**src/rtl/load_store_unit_if.sv**
```systemverilog
// rtl/load_store_unit_if.sv - execute-side request/response and word-memory port bundle for load_store_unit
interface load_store_unit_if #(parameter int WIDTH = 32);
    logic             req;
    logic             req_we;
    logic [1:0]       req_size;
    logic             req_unsigned;
    logic [WIDTH-1:0] req_addr;
    logic [WIDTH-1:0] req_wdata;
    logic             busy;
    logic             rsp_valid;
    logic [WIDTH-1:0] rsp_rdata;
    logic             misalign;
    logic [WIDTH-1:0] mem_A;
    logic [WIDTH-1:0] mem_WD;
    logic             mem_WE;
    logic [WIDTH-1:0] mem_RD;

    modport master (
        output req, req_we, req_size, req_unsigned, req_addr, req_wdata, mem_RD,
        input  busy, rsp_valid, rsp_rdata, misalign, mem_A, mem_WD, mem_WE
    );

    modport slave (
        input  req, req_we, req_size, req_unsigned, req_addr, req_wdata, mem_RD,
        output busy, rsp_valid, rsp_rdata, misalign, mem_A, mem_WD, mem_WE
    );
endinterface

```
**src/rtl/load_store_unit.sv**
```systemverilog
// rtl/load_store_unit.sv - byte/half/word load-store unit over word memory, sub-word stores via read-modify-write
// Optional misaligned-request trap: define LSU_MISALIGN_TRAP_EN.
module load_store_unit #(
    parameter int WIDTH = 32
) (
    input logic               clk,
    input logic               rst,
    load_store_unit_if.slave  bus
);
    typedef enum logic [2:0] {IDLE, LOAD, WR, RMW_RD, RMW_WR} state_t;

    state_t           state, state_next;
    logic [WIDTH-1:0] addr_q, wdata_q, merged_q, merged_d, rdata_ext;
    logic [1:0]       size_q;
    logic             uns_q;
    logic             rsp_valid_q;
    logic [WIDTH-1:0] rsp_rdata_q;
    logic             accept, misaligned;
    logic [7:0]       rd_byte;
    logic [15:0]      rd_half;

    assign accept = bus.req && (state == IDLE);

`ifdef LSU_MISALIGN_TRAP_EN
    logic misalign_q;
    assign misaligned = ((bus.req_size == 2'b01) && bus.req_addr[0]) ||
                        (bus.req_size[1] && (bus.req_addr[1:0] != 2'b00));
    assign bus.misalign = misalign_q;
`else
    assign misaligned   = 1'b0;
    assign bus.misalign = 1'b0;
`endif

    assign bus.mem_A     = {2'b00, addr_q[WIDTH-1:2]};
    assign bus.rsp_valid = rsp_valid_q;
    assign bus.rsp_rdata = rsp_rdata_q;

    always_ff @(posedge clk or posedge rst) begin
        if (rst) state <= IDLE;
        else     state <= state_next;
    end

    // mem_WE is decoded from state alone so an async reset kills it at once
    always_comb begin
        state_next = state;
        bus.busy   = (state != IDLE);
        bus.mem_WE = 1'b0;
        bus.mem_WD = '0;
        case (state)
            IDLE: begin
                if (accept && !misaligned) begin
                    if (!bus.req_we)          state_next = LOAD;
                    else if (bus.req_size[1]) state_next = WR;
                    else                      state_next = RMW_RD;
                end
            end
            LOAD:   state_next = IDLE;
            WR: begin
                bus.mem_WE = 1'b1;
                bus.mem_WD = wdata_q;
                state_next = IDLE;
            end
            RMW_RD: state_next = RMW_WR;
            RMW_WR: begin
                bus.mem_WE = 1'b1;
                bus.mem_WD = merged_q;
                state_next = IDLE;
            end
            default: state_next = IDLE;
        endcase
    end

    always_comb begin
        rd_byte = 8'h00;
        case (addr_q[1:0])
            2'd0: rd_byte = bus.mem_RD[7:0];
            2'd1: rd_byte = bus.mem_RD[15:8];
            2'd2: rd_byte = bus.mem_RD[23:16];
            2'd3: rd_byte = bus.mem_RD[31:24];
            default: rd_byte = 8'h00;
        endcase
        rd_half = addr_q[1] ? bus.mem_RD[31:16] : bus.mem_RD[15:0];
        case (size_q)
            2'b00:   rdata_ext = {{(WIDTH-8){rd_byte[7] & ~uns_q}}, rd_byte};
            2'b01:   rdata_ext = {{(WIDTH-16){rd_half[15] & ~uns_q}}, rd_half};
            default: rdata_ext = bus.mem_RD;
        endcase
    end

    always_comb begin
        merged_d = bus.mem_RD;
        if (size_q == 2'b00) begin
            case (addr_q[1:0])
                2'd0: merged_d[7:0]   = wdata_q[7:0];
                2'd1: merged_d[15:8]  = wdata_q[7:0];
                2'd2: merged_d[23:16] = wdata_q[7:0];
                2'd3: merged_d[31:24] = wdata_q[7:0];
                default: merged_d = bus.mem_RD;
            endcase
        end else if (addr_q[1]) begin
            merged_d[31:16] = wdata_q[15:0];
        end else begin
            merged_d[15:0] = wdata_q[15:0];
        end
    end

    always_ff @(posedge clk or posedge rst) begin
        if (rst) begin
            addr_q      <= '0;
            wdata_q     <= '0;
            merged_q    <= '0;
            size_q      <= 2'b00;
            uns_q       <= 1'b0;
            rsp_valid_q <= 1'b0;
            rsp_rdata_q <= '0;
`ifdef LSU_MISALIGN_TRAP_EN
            misalign_q  <= 1'b0;
`endif
        end else begin
            rsp_valid_q <= 1'b0;
`ifdef LSU_MISALIGN_TRAP_EN
            misalign_q  <= accept && misaligned;
`endif
            if (accept) begin
                addr_q  <= bus.req_addr;
                wdata_q <= bus.req_wdata;
                size_q  <= bus.req_size;
                uns_q   <= bus.req_unsigned;
            end
            if (state == LOAD) begin
                rsp_valid_q <= 1'b1;
                rsp_rdata_q <= rdata_ext;
            end
            if (state == RMW_RD) merged_q <= merged_d;
        end
    end
endmodule
```
**src/flat_wrapper.sv**
```systemverilog
// flat-port wrapper written by rule: the top's interface ports become plain ports
module load_store_unit_flat 
#(
    parameter int WIDTH = 32
)
  (clk, rst, bus_req, bus_req_we, bus_req_size, bus_req_unsigned, bus_req_addr, bus_req_wdata, bus_mem_RD, bus_busy, bus_rsp_valid, bus_rsp_rdata, bus_misalign, bus_mem_A, bus_mem_WD, bus_mem_WE);
  load_store_unit_if #(.WIDTH(WIDTH)) bus_i ();
  input logic clk;
  input logic rst;
  input wire logic [$bits(bus_i.req)-1:0] bus_req;
  input wire logic [$bits(bus_i.req_we)-1:0] bus_req_we;
  input wire logic [$bits(bus_i.req_size)-1:0] bus_req_size;
  input wire logic [$bits(bus_i.req_unsigned)-1:0] bus_req_unsigned;
  input wire logic [$bits(bus_i.req_addr)-1:0] bus_req_addr;
  input wire logic [$bits(bus_i.req_wdata)-1:0] bus_req_wdata;
  input wire logic [$bits(bus_i.mem_RD)-1:0] bus_mem_RD;
  output wire logic [$bits(bus_i.busy)-1:0] bus_busy;
  output wire logic [$bits(bus_i.rsp_valid)-1:0] bus_rsp_valid;
  output wire logic [$bits(bus_i.rsp_rdata)-1:0] bus_rsp_rdata;
  output wire logic [$bits(bus_i.misalign)-1:0] bus_misalign;
  output wire logic [$bits(bus_i.mem_A)-1:0] bus_mem_A;
  output wire logic [$bits(bus_i.mem_WD)-1:0] bus_mem_WD;
  output wire logic [$bits(bus_i.mem_WE)-1:0] bus_mem_WE;
  assign bus_i.req = bus_req;
  assign bus_i.req_we = bus_req_we;
  assign bus_i.req_size = bus_req_size;
  assign bus_i.req_unsigned = bus_req_unsigned;
  assign bus_i.req_addr = bus_req_addr;
  assign bus_i.req_wdata = bus_req_wdata;
  assign bus_i.mem_RD = bus_mem_RD;
  assign bus_busy = bus_i.busy;
  assign bus_rsp_valid = bus_i.rsp_valid;
  assign bus_rsp_rdata = bus_i.rsp_rdata;
  assign bus_misalign = bus_i.misalign;
  assign bus_mem_A = bus_i.mem_A;
  assign bus_mem_WD = bus_i.mem_WD;
  assign bus_mem_WE = bus_i.mem_WE;
  load_store_unit #(.WIDTH(WIDTH)) u_core (.clk(clk), .rst(rst), .bus(bus_i));
endmodule
```
**config.mk**
```make
export PLATFORM = sky130hd
export DESIGN_NAME = load_store_unit_flat
export DESIGN_NICKNAME = d
export VERILOG_FILES = /design/src/rtl/load_store_unit_if.sv /design/src/rtl/load_store_unit.sv /design/src/flat_wrapper.sv
export SDC_FILE = /design/constraint.sdc
export NUM_CORES = 1
export LEC_CHECK = 0
export CORE_MARGIN = 4
export CORE_UTILIZATION = 47
export CTS_CLUSTER_DIAMETER = 80
export DETAILED_ROUTE_END_ITERATION = 10
export GPL_ROUTABILITY_DRIVEN = 0
export HOLD_SLACK_MARGIN = 0.05
export PLACE_DENSITY = 0.85
export SETUP_SLACK_MARGIN = 0.1
export SLEW_MARGIN = 10
export SYNTH_ARGS = -nofsm -noshare
export SYNTH_HDL_FRONTEND = slang
export SYNTH_SLANG_ARGS = --single-unit
```
**constraint.sdc**
```tcl
create_clock -name clk -period 6.53 [get_ports clk]
set_input_delay 1.306 -clock clk [delete_from_list [all_inputs] [get_ports clk]]
set_output_delay 1.306 -clock clk [all_outputs]
set_load 0.05 [all_outputs]
```
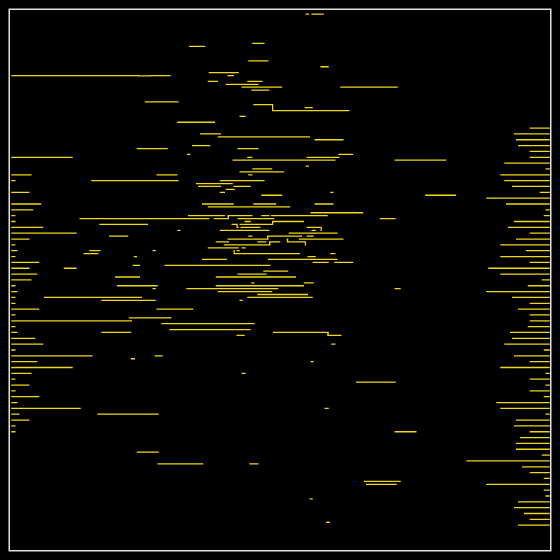
(run_1/layer_met3.png)
The layer carries 1630 um of wire. The layer holds 8.6% of the routed length. The wires run mostly horizontal. The longest straight run is 29.9 um.
drt total wl: 19000 um
GR Util met3: 6.18%

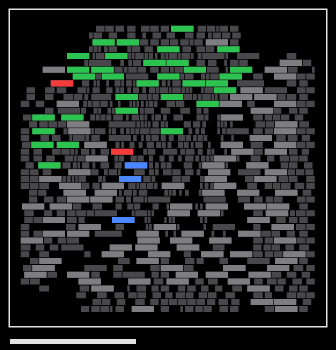
(run_1/flops_by_reg.png)
Bar = 50 um. Other sequential cells in the stronger grey, the rest of the logic in the fainter grey.
u_core.size_q: marked red, sequential cells 2. u_core.bus.rsp_rdata: marked green, sequential cells 32. u_core.state: marked blue, sequential cells 3.
Another 98 sequential cells are not coloured.
seq pwr: 1.32 mW
area taken by flip-flops and latches: 3380 um^2
final core occ: 67.2%

==> flow_summary.ini, run 1 <==
; yosys + openroad results
[pwr]
p_leak_nw = 3.83
power.total_mw = 3.65

[cells_and_area]
nets = 849
antenna_cells = 0
stdcell_area_um2 = 9000
layout_top_cells = 199 x clkdlybuf4s50_1, 135 x dfrtp_1, 72 x mux2_2, 59 x nand2_1, 41 x o21ai_0
comb_cells = 381
drive_gt1_share_pct = 17.3
mi_logic_area_um2 = 2700
layout.buffer.nonclock.area_share_pct = 22.6
clk_share_pct = 7.09
comb_area_share_pct = 30.0

[grt]
grt_pass1_wl_um = 30200
grt_pass1_vias = 5498
grt_overflow = 0

[die]
rows = 42
coreArea_um2 = 13400

[critical_path]
r2r_setup_slack_ns = 3.74
crit_family = buffers and inverters
setup.worst_path.class = reg -> out
path_depth = 4
cp-start-kind = flip-flop
cp.arrival_ns = 2.82
crit_end = bus_mem_WD[16]
critPathBufInv = 2

[job]
max_cap_viol_count = 0
warning_count = 26

[hold_path]
holdPathEnd = u_core.merged_q[2]
hp-class = reg -> reg

[final_timing]
fmax_ghz = 0.242
fin_crit_ns = 4.13
finalSetupTns_ns = 0

[logic_synthesis]
top_cell = dfrtp_1
synth_top_flop_cell = dfrtp_1

[placement]
dp_cells = 903
placement.setup.worst_slack_ns = 2.82

[run_status]
status = finished, final reports clean

[drt]
dr.pass1.iters = 5

[clock_tree]
cts_setup_buffers = 0
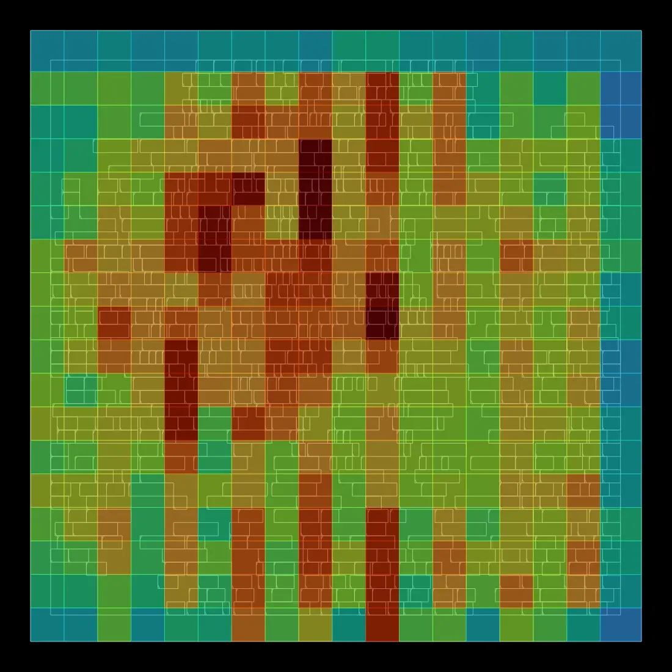
(run_1/congestion.png)
GRT Max-Usage Layer: met2
met1 usage in global routing: 30.7%
WL/cell: 20.3 um
GRT Util Overall: 24.3%
met2 Use GR: 38.7%

[run 1: cells by family after synthesis]
logic type	synth area share [%]
compound gates	13.7
buf+inv	7.03
flops	51.8
mux	15.4
other cells	0.0575
simple gates	12.0
[run 1: worst min-delay path, cell delays in order, from the launching register on]
cell and delay (ns):
dfrtp_1 0.34, nand2_1 0.05, o21ai_0 0.06
[run 1: state kept, by name (all words and copies together) (netlist names)]
name	flops
u_core.state	3
u_core.addr_q	32
u_core.bus.rsp_rdata	32
u_core.merged_q	32
u_core.wdata_q	32
u_core.uns_q	1
u_core.size_q	2
u_core.bus.rsp_valid	1
[run 1: power breakdown]
group	internal (mW)	switching, mW
Clock	0.670	0.342
Sequential	1.09	0.225
Combinational	0.513	0.805
==> run_1/logic_types.png <==
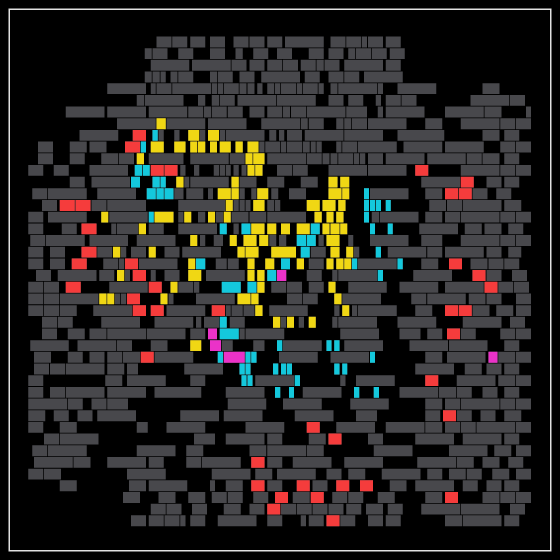

==> run 2, diff against run 1 <==
--- a/config.mk
+++ b/config.mk
@@ -6,12 +6,12 @@
 export NUM_CORES = 1
 export LEC_CHECK = 0
 export CORE_MARGIN = 4
-export CORE_UTILIZATION = 47
+export CORE_UTILIZATION = 43
 export CTS_CLUSTER_DIAMETER = 80
 export DETAILED_ROUTE_END_ITERATION = 10
 export GPL_ROUTABILITY_DRIVEN = 0
 export HOLD_SLACK_MARGIN = 0.05
-export PLACE_DENSITY = 0.85
+export PLACE_DENSITY = 0.82
 export SETUP_SLACK_MARGIN = 0.1
 export SLEW_MARGIN = 10
 export SYNTH_ARGS = -nofsm -noshare
==> constraint.sdc (replaced) <==
create_clock -name clk -period 3.4 [get_ports clk]
set_input_delay 0.68 -clock clk [delete_from_list [all_inputs] [get_ports clk]]
set_output_delay 0.68 -clock clk [all_outputs]
set_load 0.05 [all_outputs]
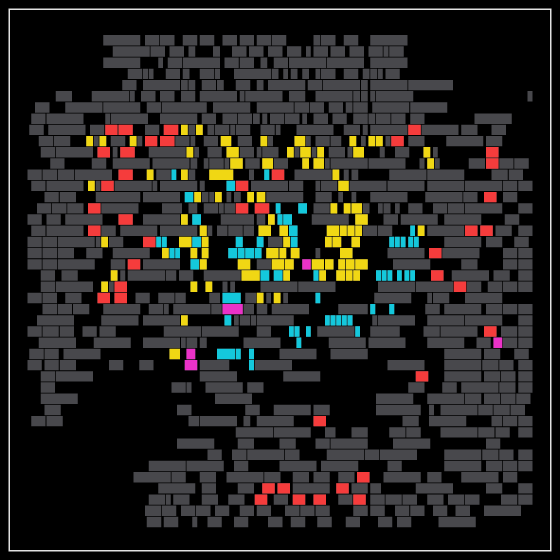
(run_2/logic_types.png)
NOR gates: marked cyan, cells 57, most used nor2_1, where centre. AND and OR gates: marked magenta, cells 5, most used or2_2. AND-OR and OR-AND gates: marked red, cells 42, most used a22o_1, where spread over the die. inverting AOI/OAI gates: marked yellow, cells 84, most used o21ai_0, where centre.
most numerous logic cell after layout: clkdlybuf4s50_1
Finished Layout Cells: 950
Comb/total area: 29.8%

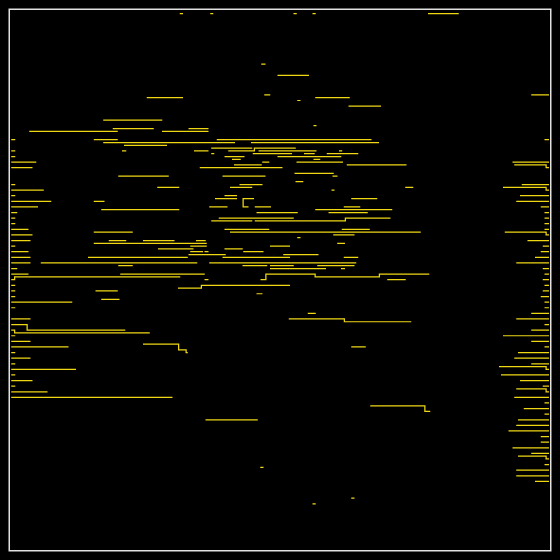
(run_2/layer_met3.png)
The wires run mostly horizontal. 168 nets have wire on it. The layer carries 1620 um of wire.
drt total wl: 18900 um
DR vias: 5368
GR Util met3: 5.89%

==> flow_summary.ini, run 2 <==
; yosys + openroad results
[cells_and_area]
mi_logic_area_um2 = 2700
regArea_um2 = 3380
layout.buffer.nonclock.area_share_pct = 23.5
layout_top_cells = 197 x clkdlybuf4s50_1, 135 x dfrtp_1, 72 x mux2_2, 59 x nand2_1, 41 x o21ai_0
drive_gt1_share_pct = 17.9
clk_share_pct = 6.66
stdcell_area_um2 = 9070

[job]
warning_count = 26
max_cap_viol_count = 0

[grt]
track_usage_pct = 22.0
use_met1_pct = 29.2
use_met2_pct = 34.1
grt_overflow = 0
busiest_layer = met2

[critical_path]
setup.worst_path.class = reg -> out
crit_family = buffers and inverters
cp.arrival_ns = 2.44
critPathBufInv = 2

[drt]
wl_per_cell_um = 19.9
dr.pass1.iters = 7

[logic_synthesis]
xor_area_share_pct = 0
synthAoiAreaFrac_pct = 13.7
synth_top_flop_cell = dfrtp_1
mux_share_pct = 15.4
adder_share_pct = 0
synth.logic.top_family = multiplexers

[hold_path]
hp-class = reg -> reg

[pwr]
p_clk_share_pct = 27.0
p_leak_nw = 3.86
powerSeq_mw = 2.48
power_clock_mw = 1.89
p_int_mw = 4.34

[placement]
dp_cells = 919

[run_status]
status = finished, final reports clean

[die]
rows = 44

[final_timing]
fmax_ghz = 0.321
fin_crit_ns = 3.12
-- run 2: cell counts after synthesis --
No cell type changed its count.
-- run 2: through the flow --
step                setup WS (ns)  power [mW]
detailed placement          0.687        5.11
global placement            0.783        5.04
floorplan                    1.03        4.25
CTS                         0.225        7.02
finish                      0.283        6.98
global route                0.148        7.30
-- run 2: path summary, 6_finish.rpt --
path	start	end	slack [ns]	cells past startpoint
min reg2reg	u_core.merged_q[17]	u_core.merged_q[17]	0.48	2
max in group asynchronous	rst	u_core.merged_q[5]	2.04	3
min in group asynchronous	rst	u_core.wdata_q[22]	0.69	2
max reg2reg	u_core.size_q[0]	u_core.merged_q[0]	1.04	4
max	u_core.state[0]	bus_mem_WD[17]	0.28	4
min	u_core.merged_q[17]	u_core.merged_q[17]	0.48	2
Power is estimated from default activity; no workload was simulated.
